File: src/rtl/spi_egress_pkg.sv
// Shared state encoding and burst-header layout for the SPI egress scheduler.
// The header is {magic, continuation flag, source index}.
package spi_egress_pkg;

  localparam int MAX_SRC = 8;
  localparam int GRANT_W = 3;

  localparam logic [3:0] HDR_MAGIC     = 4'hA;
  localparam int         HDR_MAGIC_LSB = 4;
  localparam int         HDR_CONT_BIT  = 3;
  localparam int         HDR_GRANT_LSB = 0;

  typedef enum logic [1:0] {
    ST_IDLE,
    ST_HEADER,
    ST_DATA
  } egress_state_t;

  function automatic logic [7:0] make_header(input logic cont, input logic [GRANT_W-1:0] grant);
    logic [7:0] hdr;
    hdr = '0;
    hdr[HDR_MAGIC_LSB +: 4]       = HDR_MAGIC;
    hdr[HDR_CONT_BIT]             = cont;
    hdr[HDR_GRANT_LSB +: GRANT_W] = grant;
    return hdr;
  endfunction

endpackage

File: src/rtl/rr_arbiter.sv
// Round-robin selector: picks the first requester at or after last_grant+1,
// wrapping modulo NUM_SRC.
module rr_arbiter
  import spi_egress_pkg::*;
#(
  parameter int NUM_SRC = 4
) (
  input  logic [NUM_SRC-1:0] request,
  input  logic [GRANT_W-1:0] last_grant,
  output logic [GRANT_W-1:0] grant,
  output logic               grant_valid
);

  logic [MAX_SRC-1:0] req_pad;
  logic [GRANT_W-1:0] idx;

  // Walk candidates from farthest to nearest so the nearest requester wins.
  always_comb begin
    req_pad     = MAX_SRC'(request);
    grant       = '0;
    grant_valid = 1'b0;
    idx         = '0;
    for (int i = NUM_SRC; i >= 1; i--) begin
      idx = GRANT_W'((int'(last_grant) + i) % NUM_SRC);
      if (req_pad[idx]) begin
        grant       = idx;
        grant_valid = 1'b1;
      end
    end
  end

endmodule

File: src/rtl/spi_egress_scheduler.sv
// Multiplexes NUM_SRC byte streams into one egress stream as header-prefixed
// bursts of at most MTU_SIZE payload bytes, arbitrated round-robin.
module spi_egress_scheduler
  import spi_egress_pkg::*;
#(
  parameter int         NUM_SRC   = 4,
  parameter int         MTU_SIZE  = 16,
  parameter logic [7:0] IDLE_BYTE = 8'hBC
) (
  input  logic                 clk,
  input  logic                 resn,
  input  logic [NUM_SRC-1:0]   src_enable,
  input  logic [NUM_SRC*8-1:0] s_axis_tdata,
  input  logic [NUM_SRC-1:0]   s_axis_tvalid,
  input  logic [NUM_SRC-1:0]   s_axis_tlast,
  output logic [NUM_SRC-1:0]   s_axis_tready,
  output logic [7:0]           m_axis_tdata,
  output logic                 m_axis_tvalid,
  output logic                 m_axis_tlast,
  input  logic                 m_axis_tready,
  output logic [7:0]           m_axis_tuser,
  output logic                 busy,
  output logic [15:0]          burst_count
);

  egress_state_t      state;
  logic [GRANT_W-1:0] grant;
  logic [GRANT_W-1:0] last_grant;
  logic [MAX_SRC-1:0] cont;
  logic [7:0]         byte_cnt;

  logic [GRANT_W-1:0] arb_grant;
  logic               arb_valid;
  logic [7:0]         sel_data;
  logic               sel_valid;
  logic               sel_last;
  logic               mtu_hit;
  logic               data_accept;
  logic               burst_end;

  rr_arbiter #(.NUM_SRC(NUM_SRC)) u_arbiter (
    .request     (s_axis_tvalid & src_enable),
    .last_grant  (last_grant),
    .grant       (arb_grant),
    .grant_valid (arb_valid)
  );

  always_comb begin
    sel_data  = '0;
    sel_valid = 1'b0;
    sel_last  = 1'b0;
    for (int i = 0; i < NUM_SRC; i++) begin
      if (grant == GRANT_W'(i)) begin
        sel_data  = s_axis_tdata[8*i +: 8];
        sel_valid = s_axis_tvalid[i];
        sel_last  = s_axis_tlast[i];
      end
    end
  end

  assign mtu_hit     = (byte_cnt == 8'(MTU_SIZE - 1));
  assign data_accept = (state == ST_DATA) && sel_valid && m_axis_tready;
  assign burst_end   = data_accept && (sel_last || mtu_hit);

  // Payload is a zero-latency pass-through of the granted source.
  always_comb begin
    m_axis_tvalid = 1'b0;
    m_axis_tlast  = 1'b0;
    m_axis_tdata  = '0;
    s_axis_tready = '0;
    case (state)
      ST_HEADER: begin
        m_axis_tvalid = 1'b1;
        m_axis_tdata  = make_header(cont[grant], grant);
      end
      ST_DATA: begin
        m_axis_tvalid = sel_valid;
        m_axis_tdata  = sel_data;
        m_axis_tlast  = sel_last | mtu_hit;
        for (int i = 0; i < NUM_SRC; i++) begin
          if (grant == GRANT_W'(i)) s_axis_tready[i] = m_axis_tready;
        end
      end
      default: ;
    endcase
  end

  assign busy         = (state != ST_IDLE);
  assign m_axis_tuser = IDLE_BYTE;

  // A burst cut by the MTU marks its source so the next header flags continuation.
  always_ff @(posedge clk or negedge resn) begin
    if (!resn) begin
      state       <= ST_IDLE;
      grant       <= '0;
      last_grant  <= GRANT_W'(NUM_SRC - 1);
      cont        <= '0;
      byte_cnt    <= '0;
      burst_count <= '0;
    end else begin
      case (state)
        ST_IDLE: begin
          if (arb_valid) begin
            grant <= arb_grant;
            state <= ST_HEADER;
          end
        end
        ST_HEADER: begin
          if (m_axis_tready) begin
            byte_cnt <= '0;
            state    <= ST_DATA;
          end
        end
        ST_DATA: begin
          if (burst_end) begin
            state       <= ST_IDLE;
            last_grant  <= grant;
            burst_count <= burst_count + 16'd1;
            cont[grant] <= ~sel_last;
          end else if (data_accept) begin
            byte_cnt <= byte_cnt + 8'd1;
          end
        end
        default: state <= ST_IDLE;
      endcase
    end
  end

endmodule
File: config.mk
export PLATFORM = sky130hd
export DESIGN_NAME = spi_egress_scheduler
export DESIGN_NICKNAME = d
export VERILOG_FILES = /design/src/rtl/spi_egress_pkg.sv /design/src/rtl/rr_arbiter.sv /design/src/rtl/spi_egress_scheduler.sv
export SDC_FILE = /design/constraint.sdc
export NUM_CORES = 1
export LEC_CHECK = 0
export ABC_AREA = 1
export CAP_MARGIN = 20
export CORE_MARGIN = 3
export CORE_UTILIZATION = 42
export DETAILED_ROUTE_END_ITERATION = 10
export PLACE_DENSITY_LB_ADDON = 0.12
export SLEW_MARGIN = 20
export SYNTH_ARGS = -nofsm -noshare
export SYNTH_HDL_FRONTEND = slang
export SYNTH_SLANG_ARGS = --single-unit
File: constraint.sdc
create_clock -name clk -period 1.9 [get_ports clk]
set_clock_uncertainty 0.15 [all_clocks]
set_input_delay 0.38 -clock clk [delete_from_list [all_inputs] [get_ports clk]]
set_output_delay 0.38 -clock clk [all_outputs]
set_load 0.01 [all_outputs]
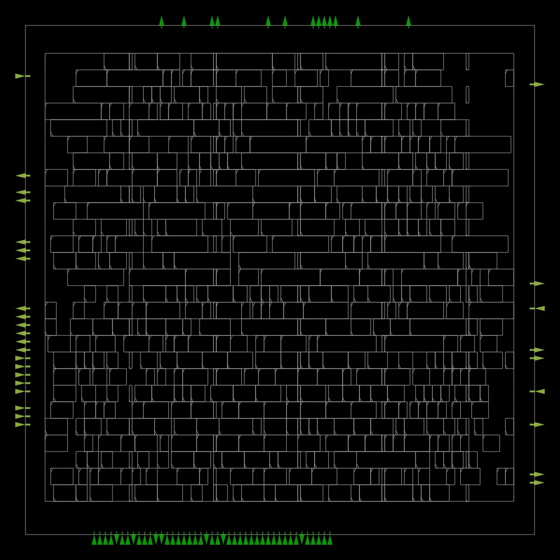
(images/placement.png)
total number of sequential cells: 34
total core area: 5642 um^2
Final Instance Count excl. Fillers: 598
Tap Cells: 72

==> results.txt <==
Implementation results. In this run, distinct cell masters in the synthesized netlist total 34. At the end of routability-driven placement, the weighted congestion stood at 0.8623. The timing report gives the biggest stage delay along the critical path as 0.38 ns.

The root buffer cell chosen for the clock tree is sky130_fd_sc_hd__clkbuf_8. The die is 83.44 um wide. STA classifies the critical path endpoint as a primary output. Met2 usage landed at 0.4133.

Grouping non-sequential cells by family puts the most area in simple AND/OR/NAND/NOR gates. The flow reports power dissipated in combinational cells as 3.39 mW. In this run the worst setup path terminates at m_axis_tdata[3].

Overall fraction of global-route tracks in use landed at 0.2317. Per the synthesis report, the XOR/XNOR share of the synthesized area is 0.05216. For reference, the most critical setup path is categorized as flip-flop to primary output.

Number of buffers inserted for hold repair after clock tree synthesis landed at 0. Cell area after layout landed at 4508 um^2. Power per standard cell area landed at 1112 nW/um^2. Number of detailed-route iterations in the first pass landed at 4.

Proportion of synthesized area in mux cells landed at 0. Sequential cell area in the final layout landed at 855.8 um^2. For this design the static power due to leakage is 2.221 nW. The synthesized netlist occupies a cell area of 2519 um^2. Share of layout cells above drive strength 1 landed at 0.3897. The report shows a maximum critical-path fanout of 6. Number of logged tool warnings landed at 30. In the Yosys report the total cell count is 376. Number of buffers inserted during clock tree synthesis landed at 5. Leaving out fill and tap cells, the most frequent cell in the layout is sky130_fd_sc_hd__nand2_1. Switching power as a fraction of the total was reported as 0.4383. The final report lists the setup-violating endpoint count as 46. According to the timing report, the data required time at the worst endpoint equals 1.37 ns. Endpoints failing hold in the final report were tallied at 0. Final setup slack of the worst path landed at -0.2468 ns. The biggest slice of the total power is consumed by combinational cells. Adder-cell area share of the yosys netlist landed at 0.02484.

The run finished, with violations left. The power report lists the clock group at 0.644 mW. In this run, the number of DRC markers left after iteration 0 of detailed routing was 106. The worst setup path is launched from a flip-flop.

Ranked by instance count, the synthesized netlist is headed by sky130_fd_sc_hd__nand2_1 (119), sky130_fd_sc_hd__inv_1 (41), sky130_fd_sc_hd__nor2_1 (40), sky130_fd_sc_hd__dfrtp_1 (32), sky130_fd_sc_hd__nand3_1 (30). The checks that failed: negative setup slack. After detailed placement, the design holds a cell count of 571. TritonCTS sink count landed at 34. Number of H-tree levels landed at 2.
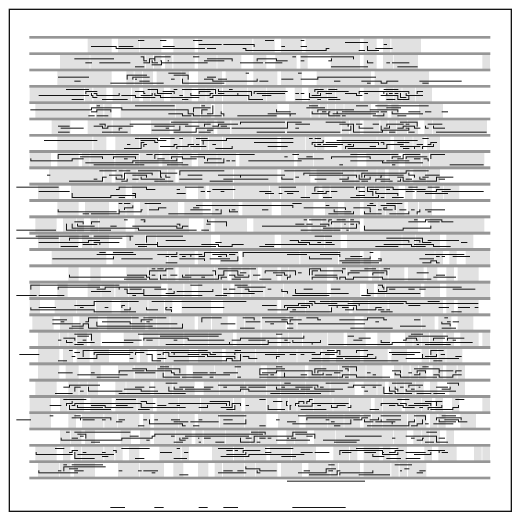
(images/layer_met1.png)
Drawn at 6 px/um. Supply wires on this layer in gray. Cells faint in the background.
The longest straight run is 20.7 um. The layer holds 39% of the routed length. The layer carries 3590 um of wire. 525 nets have wire on it. The wires run mostly horizontal.
GR Layer Usage met1: 0.2895
aggregate routed wire length: 9108 um
vias post-DR: 3054

-- sequential cells by signal, indices dropped and copies added (netlist names) --
signal / count
state: 2
byte_cnt: 8
grant: 2
cont: 4
last_grant: 2
burst_count: 16
-- metrics by stage --
| stage | setup WS, ns | util | total power, mW |
|---|---|---|---|
| after floorplan | 0.002576 | - | 2.190 |
| after global placement | -0.4524 | 0.6593 | 3.254 |
| after CTS | -0.2052 | 0.7365 | 4.340 |
| final | -0.2468 | 0.7991 | 5.014 |
| after detailed placement | -0.5021 | 0.6593 | 3.287 |
| after global routing | -0.3354 | 0.7991 | 5.335 |
-- kinds of logic (layout without fill, tap and decap cells) --
family,count (synthesis),after routing
and+or+nand+nor,213,214
buffers and inverters,58,201
AOI/OAI and AO/OA,49,49
DFF,34,34
xor gates and xnor gates,15,15
adders and majority gates,5,5
other,2,8
Power is estimated from default activity; no workload was simulated.
